`config.mk`:
```
export PLATFORM = sky130hd
export DESIGN_NAME = mem_rr_port_arbiter_flat
export DESIGN_NICKNAME = d
export VERILOG_FILES = /design/src/rtl/mem_rr_port_arbiter_if.sv /design/src/rtl/mem_rr_port_arbiter.sv /design/src/flat_wrapper.sv
export SDC_FILE = /design/constraint.sdc
export NUM_CORES = 1
export LEC_CHECK = 0
export ABC_AREA = 1
export CORE_AREA = 2 2 117 119
export CTS_CLUSTER_SIZE = 30
export DETAILED_ROUTE_END_ITERATION = 16
export DIE_AREA = 0 0 119 121
export PLACE_DENSITY_LB_ADDON = 0.05
export SLEW_MARGIN = 20
export SYNTH_ARGS = -nofsm -noshare
export SYNTH_HDL_FRONTEND = slang
export SYNTH_SLANG_ARGS = --single-unit
```
`constraint.sdc`:
```
create_clock -name clk -period 3.1 [get_ports clk]
set_clock_uncertainty 0.2 [all_clocks]
set_input_delay 0.775 -clock clk [delete_from_list [all_inputs] [get_ports clk]]
set_output_delay 0.775 -clock clk [all_outputs]
set_load 0.02 [all_outputs]
```
`src/rtl/mem_rr_port_arbiter_if.sv`:
```
// mem_rr_port_arbiter_if
//   Bundles the request, response and memory-side signals of the memory
//   port arbiter into one interface.
//   Ports (all carried in the interface):
//     ld_addr_valid/ld_addr_ready/ld_addr  : load address requests
//     ld_data_valid/ld_data_ready/ld_data  : load responses
//     st_addr_valid/st_data_valid/st_ready : joined store handshake
//     st_addr/st_data                      : store address and data
//     mem_en/mem_we/mem_addr/mem_wdata     : single-port memory command
//     mem_rdata                            : memory read data (1-cycle latency)
//     idle                                 : nothing requested, in flight or held
//   slave  : arbiter side
//   master : requesters plus memory side
interface mem_rr_port_arbiter_if #(
  parameter int LOAD_COUNT  = 2,
  parameter int STORE_COUNT = 1,
  parameter int ADDR_WIDTH  = 32,
  parameter int DATA_WIDTH  = 32
);
  logic [LOAD_COUNT-1:0]             ld_addr_valid;
  logic [LOAD_COUNT-1:0]             ld_addr_ready;
  logic [LOAD_COUNT*ADDR_WIDTH-1:0]  ld_addr;
  logic [LOAD_COUNT-1:0]             ld_data_valid;
  logic [LOAD_COUNT-1:0]             ld_data_ready;
  logic [LOAD_COUNT*DATA_WIDTH-1:0]  ld_data;
  logic [STORE_COUNT-1:0]            st_addr_valid;
  logic [STORE_COUNT-1:0]            st_data_valid;
  logic [STORE_COUNT-1:0]            st_ready;
  logic [STORE_COUNT*ADDR_WIDTH-1:0] st_addr;
  logic [STORE_COUNT*DATA_WIDTH-1:0] st_data;
  logic                              mem_en;
  logic                              mem_we;
  logic [ADDR_WIDTH-1:0]             mem_addr;
  logic [DATA_WIDTH-1:0]             mem_wdata;
  logic [DATA_WIDTH-1:0]             mem_rdata;
  logic                              idle;

  modport slave (
    input  ld_addr_valid, ld_addr, ld_data_ready,
    input  st_addr_valid, st_data_valid, st_addr, st_data,
    input  mem_rdata,
    output ld_addr_ready, ld_data_valid, ld_data, st_ready,
    output mem_en, mem_we, mem_addr, mem_wdata, idle
  );

  modport master (
    output ld_addr_valid, ld_addr, ld_data_ready,
    output st_addr_valid, st_data_valid, st_addr, st_data,
    output mem_rdata,
    input  ld_addr_ready, ld_data_valid, ld_data, st_ready,
    input  mem_en, mem_we, mem_addr, mem_wdata, idle
  );
endinterface

```
`src/rtl/mem_rr_port_arbiter.sv`:
```
// mem_rr_port_arbiter
//   Round-robin arbiter sharing one single-port synchronous memory between
//   LOAD_COUNT load ports and STORE_COUNT store ports. At most one access is
//   granted per cycle; load data returns two cycles after the grant through a
//   per-port holding register with a valid/ready handshake.
//   Ports:
//     clk : clock, rising edge
//     rst : asynchronous reset, active-high
//     bus : mem_rr_port_arbiter_if.slave (requests, responses, memory side)
//   Configuration macro:
//     MEM_ARB_STORE_FIRST_EN : when defined, eligible stores are always
//       scanned before loads; loads only win in cycles with no eligible store.
module mem_rr_port_arbiter #(
  parameter int LOAD_COUNT  = 2,
  parameter int STORE_COUNT = 1,
  parameter int ADDR_WIDTH  = 32,
  parameter int DATA_WIDTH  = 32
) (
  input  logic                     clk,
  input  logic                     rst,
  mem_rr_port_arbiter_if.slave     bus
);
  // Requester index: loads first, then stores.
  localparam int T     = LOAD_COUNT + STORE_COUNT;
  localparam int PTR_W = (T > 1) ? $clog2(T) : 1;

  logic [T-1:0]          elig;
  logic [T-1:0]          scan_mask;
  logic [T-1:0]          grant;
  logic [PTR_W-1:0]      ptr_reg;
  logic [PTR_W-1:0]      ptr_next;
  logic [LOAD_COUNT-1:0] inflight_vec;
  logic [LOAD_COUNT-1:0] resp_valid_vec;

  // Per-load response path.
  for (genvar gi = 0; gi < LOAD_COUNT; gi++) begin : g_load
    logic                  inflight_reg;
    logic                  resp_valid_reg;
    logic [DATA_WIDTH-1:0] resp_data_reg;

    // A port may be re-granted while its held response drains in the same
    // cycle, so the new capture can never land on undrained data.
    assign elig[gi] = bus.ld_addr_valid[gi] & ~inflight_reg &
                      (~resp_valid_reg | bus.ld_data_ready[gi]);

    always_ff @(posedge clk or posedge rst) begin
      if (rst) begin
        inflight_reg   <= 1'b0;
        resp_valid_reg <= 1'b0;
        resp_data_reg  <= '0;
      end else begin
        // A port is never granted while in flight, so the flag simply
        // follows the grant by one cycle.
        inflight_reg <= grant[gi];
        if (inflight_reg) begin
          // Capture wins over a same-edge drain.
          resp_valid_reg <= 1'b1;
          resp_data_reg  <= bus.mem_rdata;
        end else if (resp_valid_reg && bus.ld_data_ready[gi]) begin
          resp_valid_reg <= 1'b0;
        end
      end
    end

    assign inflight_vec[gi]                            = inflight_reg;
    assign resp_valid_vec[gi]                          = resp_valid_reg;
    assign bus.ld_data_valid[gi]                       = resp_valid_reg;
    assign bus.ld_data[gi*DATA_WIDTH +: DATA_WIDTH]    = resp_data_reg;
  end

  // Stores need address and data together; neither is accepted alone.
  for (genvar gi = 0; gi < STORE_COUNT; gi++) begin : g_store
    assign elig[LOAD_COUNT+gi] = bus.st_addr_valid[gi] & bus.st_data_valid[gi];
  end

`ifdef MEM_ARB_STORE_FIRST_EN
  logic any_store_elig;
  assign any_store_elig = |elig[T-1:LOAD_COUNT];
  assign scan_mask = any_store_elig ? {elig[T-1:LOAD_COUNT], {LOAD_COUNT{1'b0}}} : elig;
`else
  assign scan_mask = elig;
`endif

  // First candidate scanning ptr, ptr+1, ... with wrap modulo T.
  always_comb begin
    int               idx;
    logic             found;
    logic [PTR_W-1:0] idx_sel;
    grant    = '0;
    ptr_next = ptr_reg;
    found    = 1'b0;
    idx      = 0;
    idx_sel  = '0;
    for (int k = 0; k < T; k++) begin
      idx = int'(ptr_reg) + k;
      if (idx >= T) idx = idx - T;
      idx_sel = PTR_W'(idx);
      if (!found && scan_mask[idx_sel]) begin
        found          = 1'b1;
        grant[idx_sel] = 1'b1;
        ptr_next       = (idx == T - 1) ? '0 : PTR_W'(idx + 1);
      end
    end
  end

  always_ff @(posedge clk or posedge rst) begin
    if (rst) ptr_reg <= '0;
    else     ptr_reg <= ptr_next;
  end

  // Grant is one-hot or zero, so OR-ing the masked sources is a mux.
  always_comb begin
    bus.mem_addr  = '0;
    bus.mem_wdata = '0;
    for (int i = 0; i < LOAD_COUNT; i++) begin
      if (grant[i]) bus.mem_addr = bus.mem_addr | bus.ld_addr[i*ADDR_WIDTH +: ADDR_WIDTH];
    end
    for (int j = 0; j < STORE_COUNT; j++) begin
      if (grant[LOAD_COUNT+j]) begin
        bus.mem_addr  = bus.mem_addr  | bus.st_addr[j*ADDR_WIDTH +: ADDR_WIDTH];
        bus.mem_wdata = bus.mem_wdata | bus.st_data[j*DATA_WIDTH +: DATA_WIDTH];
      end
    end
  end

  assign bus.ld_addr_ready = grant[LOAD_COUNT-1:0];
  assign bus.st_ready      = grant[T-1:LOAD_COUNT];
  assign bus.mem_en        = |grant;
  assign bus.mem_we        = |grant[T-1:LOAD_COUNT];
  assign bus.idle          = ~|bus.ld_addr_valid & ~|(bus.st_addr_valid | bus.st_data_valid) &
                             ~|inflight_vec & ~|resp_valid_vec;
endmodule

```
`src/flat_wrapper.sv`:
```
// flat-port wrapper written by rule: the top's interface ports become plain ports
module mem_rr_port_arbiter_flat 
#(
  parameter int LOAD_COUNT  = 2,
  parameter int STORE_COUNT = 1,
  parameter int ADDR_WIDTH  = 32,
  parameter int DATA_WIDTH  = 32
)
  (clk, rst, bus_ld_addr_valid, bus_ld_addr, bus_ld_data_ready, bus_st_addr_valid, bus_st_data_valid, bus_st_addr, bus_st_data, bus_mem_rdata, bus_ld_addr_ready, bus_ld_data_valid, bus_ld_data, bus_st_ready, bus_mem_en, bus_mem_we, bus_mem_addr, bus_mem_wdata, bus_idle);
  mem_rr_port_arbiter_if #(.LOAD_COUNT(LOAD_COUNT), .STORE_COUNT(STORE_COUNT), .ADDR_WIDTH(ADDR_WIDTH), .DATA_WIDTH(DATA_WIDTH)) bus_i ();
  input  logic clk;
  input  logic rst;
  input wire logic [$bits(bus_i.ld_addr_valid)-1:0] bus_ld_addr_valid;
  input wire logic [$bits(bus_i.ld_addr)-1:0] bus_ld_addr;
  input wire logic [$bits(bus_i.ld_data_ready)-1:0] bus_ld_data_ready;
  input wire logic [$bits(bus_i.st_addr_valid)-1:0] bus_st_addr_valid;
  input wire logic [$bits(bus_i.st_data_valid)-1:0] bus_st_data_valid;
  input wire logic [$bits(bus_i.st_addr)-1:0] bus_st_addr;
  input wire logic [$bits(bus_i.st_data)-1:0] bus_st_data;
  input wire logic [$bits(bus_i.mem_rdata)-1:0] bus_mem_rdata;
  output wire logic [$bits(bus_i.ld_addr_ready)-1:0] bus_ld_addr_ready;
  output wire logic [$bits(bus_i.ld_data_valid)-1:0] bus_ld_data_valid;
  output wire logic [$bits(bus_i.ld_data)-1:0] bus_ld_data;
  output wire logic [$bits(bus_i.st_ready)-1:0] bus_st_ready;
  output wire logic [$bits(bus_i.mem_en)-1:0] bus_mem_en;
  output wire logic [$bits(bus_i.mem_we)-1:0] bus_mem_we;
  output wire logic [$bits(bus_i.mem_addr)-1:0] bus_mem_addr;
  output wire logic [$bits(bus_i.mem_wdata)-1:0] bus_mem_wdata;
  output wire logic [$bits(bus_i.idle)-1:0] bus_idle;
  assign bus_i.ld_addr_valid = bus_ld_addr_valid;
  assign bus_i.ld_addr = bus_ld_addr;
  assign bus_i.ld_data_ready = bus_ld_data_ready;
  assign bus_i.st_addr_valid = bus_st_addr_valid;
  assign bus_i.st_data_valid = bus_st_data_valid;
  assign bus_i.st_addr = bus_st_addr;
  assign bus_i.st_data = bus_st_data;
  assign bus_i.mem_rdata = bus_mem_rdata;
  assign bus_ld_addr_ready = bus_i.ld_addr_ready;
  assign bus_ld_data_valid = bus_i.ld_data_valid;
  assign bus_ld_data = bus_i.ld_data;
  assign bus_st_ready = bus_i.st_ready;
  assign bus_mem_en = bus_i.mem_en;
  assign bus_mem_we = bus_i.mem_we;
  assign bus_mem_addr = bus_i.mem_addr;
  assign bus_mem_wdata = bus_i.mem_wdata;
  assign bus_idle = bus_i.idle;
  mem_rr_port_arbiter #(.LOAD_COUNT(LOAD_COUNT), .STORE_COUNT(STORE_COUNT), .ADDR_WIDTH(ADDR_WIDTH), .DATA_WIDTH(DATA_WIDTH)) u_core (.clk(clk), .rst(rst), .bus(bus_i));
endmodule
```
### Where the registers sit, run 1

Other sequential cells in the stronger grey, the rest of the logic in the fainter grey.
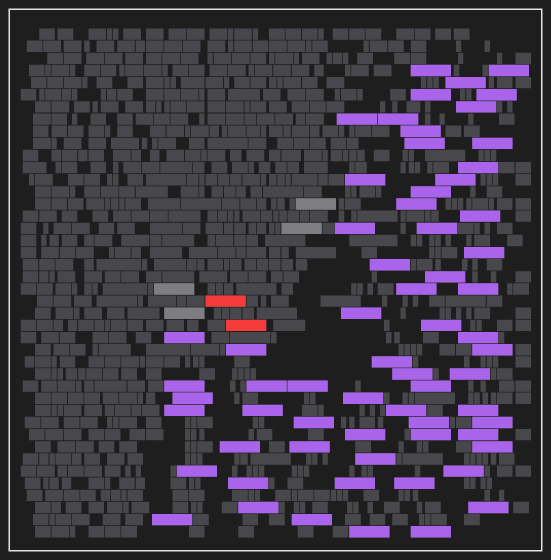
colour	signal	flops
purple	u_core.g_load.resp_data_reg	64
red	u_core.ptr_reg	2

### Placement density heat map, run 1

The die is cut into 12 by 12 equal tiles; black is low, pale yellow is high, 0 to 100% covered.
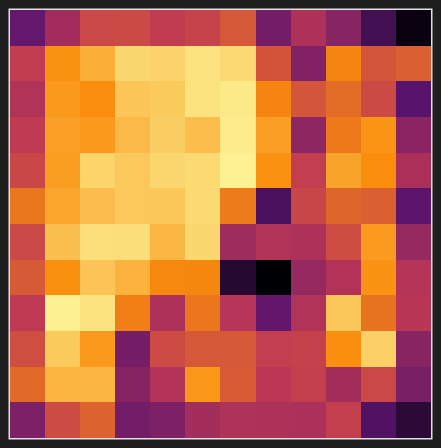
tiles over 75% full	38%
mean over tiles	62%
fullest tile	97%
nearly empty tiles	0.70%
Pre-Place Util: 28.85%
Core ar.: 13090 µm²
final core area utilization: 69.89%

### Drive-strength map, run 1

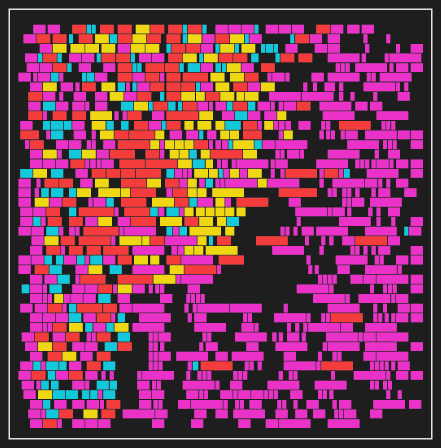
colour	size	cells
red	x6 and larger	135
magenta	x1 and smaller	583
cyan	x2	114
yellow	x3 and x4	105
area grow syn2layout: 142.3%
non-clock buffer count: 395
worst setup margin: -421.4 ps
design area: 9145 µm²

### Cells coloured by class, run 1

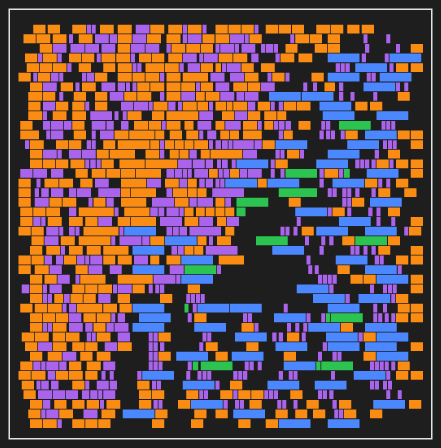
colour	class	cells	share of their area
blue	registers	70	20%
purple	remaining logic cells	456	29%
green	clock drivers and dummy loads	16	3.2%
orange	remaining buffers and delay cells	395	48%
Seq/total area: 19.15%
num rows: 42

==> results_slide.txt, run 1 <==
Run Summary

Drt
  – Met3 WL post-DR: 1338 µm
  – Routed len/inst: 18.25 µm
  – Final ANT Viol Nets: 0
  – Via count: 5162
  – Met1 wire length: 7876 µm
  – DRC: 0

Finish
  – Inverters: 50
  – Max reg flops: 64
  – Largest class: non-clock buffers
  – Final non-filler cell total: 1113

Flow run
  – Tool warning count: 31
  – Max-cap violations: 0

Floorplanning
  – Tap cells: 176
  – Die Height: 121 µm
  – Die Wd: 119 µm

Synth
  – Syn Inst Count: 556
  – MUX area fraction: 0%
  – Top non-seq family: simple AND/OR/NAND/NOR gates
  – Synth warnings: 0

Worst setup path
  – Worst r2r dst: u_core.ptr_reg[1]
  – Startpoint types: primary input
  – CP required: 2120 ps
  – Worst R2R Start: u_core.ptr_reg[0]

CTS
  – H-Tree Depth: 3
  – Num CTS Buffers: 9
  – Cts hold-fix bufs: 0
  – Post-CTS Setup Repair Bufs: 48
  – Maximum clock insertion buffer count: 2

GRT
  – GR Util met3: 6.767%
  – Remaining Overflow, GRT: 0
  – GRT Total Usage: 25.30%

Pwr
  – Sequential power share: 12.1%
  – Total power draw: 0.01339 W

Status
  – Outcome: complete, but fails checks
  – Failing checks: setup timing

Placed design
  – Pre-CTS WS: -979.0 ps
  – HPWL after detailed placement: 12990 µm

Timing
  – Fin. max-slew vios: 0
  – Final setup violation count: 69
  – Worst setup margin: -421.4 ps
## run 1: cell usage in the layout, fill, tap and decap left out, types with 6 or more instances in the layout
cell	synthesis	final
buf_12	0	14
buf_4	6	36
buf_6	3	100
clkbuf_16	0	14
clkdlybuf4s50_1	0	227
dfrtp_1	70	70
inv_1	43	7
inv_2	4	37
nand2_1	339	248
nand2_2	1	40
nand2_4	0	52
nand3_1	43	10
nand3_2	3	30
nand3_4	0	6
## run 1: power groups by stage
stage,Combinational (W),Clock [W],Sequential (W)
5_1_grt,0.0113,0.00107,0.00167
6_report,0.0108,0.000991,0.00162
2_1_floorplan,0.00301,0,0.00210
4_1_cts,0.00919,0.00102,0.00162
3_5_place_dp,0.00696,0,0.00162
3_3_place_gp,0.00688,0,0.00161
==> inputs of run 2 (changes only) <==
CORE_AREA = 2 2 119 121   (was 2 2 117 119)
DIE_AREA = 0 0 121 123   (was 0 0 119 121)
### Where the registers sit, run 2

Other sequential cells in the stronger grey, the rest of the logic in the fainter grey.
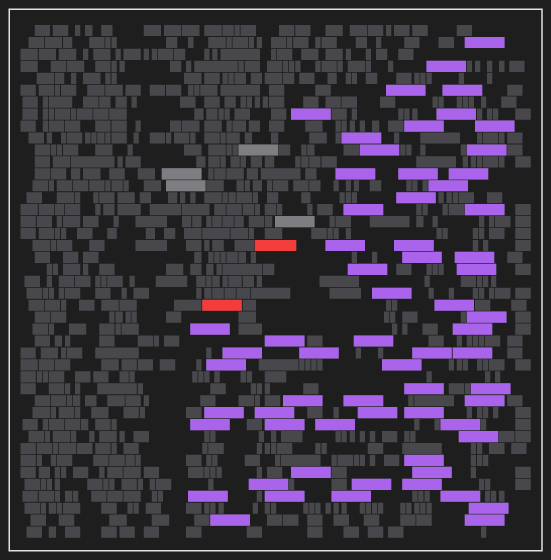
colour	signal	flops
purple	u_core.g_load.resp_data_reg	64
red	u_core.ptr_reg	2

### Placement density heat map, run 2

The die is cut into 12 by 12 equal tiles; black is low, pale yellow is high, 0 to 100% covered.
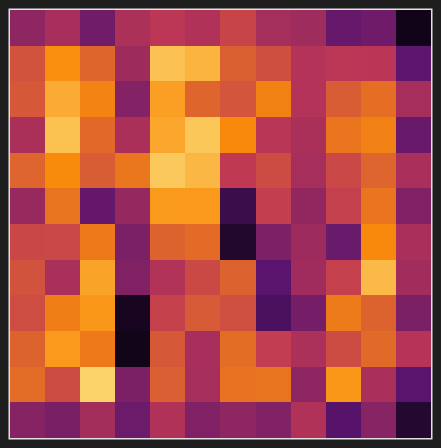
fullest tile	90%
tiles over 75% full	13%
densest ninth of the die	top middle
mean over tiles	52%
Pre-Place Util: 27.73%
Core ar.: 13610 µm²
final core area utilization: 58.83%

==> run 2 against run 1 <==
The run still ends with setup timing left. Combinational power down 24%. Clock-buffer cell count stayed put. Die area is 3.4% higher. Via count down 8.3%. Setup slack improved by 170 ps. Sequential cell count unchanged. Global-route usage fell by 3.0 points. Register-to-register slack better by 800 ps. Total power down 19%. First-iteration DRC count down 14%. Critical path type unchanged. Largest power group unchanged. Highest routed layer unchanged.
==> results_slide.txt, run 2 <==
Run Summary

Status
  – Outcome: complete, but fails checks
  – Failing checks: setup timing

Pwr
  – Highest-power group: combinational logic
  – Seq pwr: 0.00162 W
  – Power Combinational: 0.00823 W

Timing
  – Fin. max-slew vios: 0
  – Final setup violation count: 69
  – Worst setup margin: -247.1 ps

Finish
  – Final non-filler cell total: 1065
  – Design area: 8008 µm²
  – Area grow syn2layout: 112.1%
  – Top Layout Cells: nand2_1, clkdlybuf4s50_1, dfrtp_1

Drt
  – Final ANT Viol Nets: 0
  – Via count: 4732

CTS
  – H-Tree Depth: 3
  – Cts hold-fix bufs: 0
  – Maximum clock insertion buffer count: 2
  – Num CTS Buffers: 9

Synth
  – Synth warnings: 0
  – Syn Inst Count: 556

GRT
  – GRT Total Usage: 22.25%

Placed design
  – Pre-CTS WS: -937.7 ps
  – HPWL after detailed placement: 12630 µm

Flow run
  – Tool warning count: 31

Worst setup path
  – Worst R2R Start: u_core.ptr_reg[1]
  – Startpoint types: primary input

Floorplanning
  – Num rows: 43
run 2: cell counts after synthesis:
Identical to the previous run, type by type.
run 2: cell type report:
type	instances	area share (%)
Clock buffer	12	3.203
Clock inverter	3	0.2500
Inverter	50	2.406
Multi-Input combinational cell	406	25.25
Sequential cell	70	21.89
Tap cell	180	2.813
Timing Repair Buffer	344	44.19
run 2: cells by family (layout without fill, tap and decap cells):
| group | after synthesis | count (layout) | synth area share, % |
|---|---|---|---|
| compound gates | 6 | 6 | 0.7953 |
| fa+ha+maj | 4 | 4 | 1.326 |
| flops | 70 | 70 | 46.40 |
| buf+inv | 80 | 409 | 9.446 |
| simple gates | 396 | 396 | 42.03 |
run 2: what timing repair did:
item	CTS	global route
setup buffers	7	2
pin swaps	21	5
setup endpoints to repair	70	70
cloned	4	4
gates resized	444	77
Power and IR drop assume default switching activity.
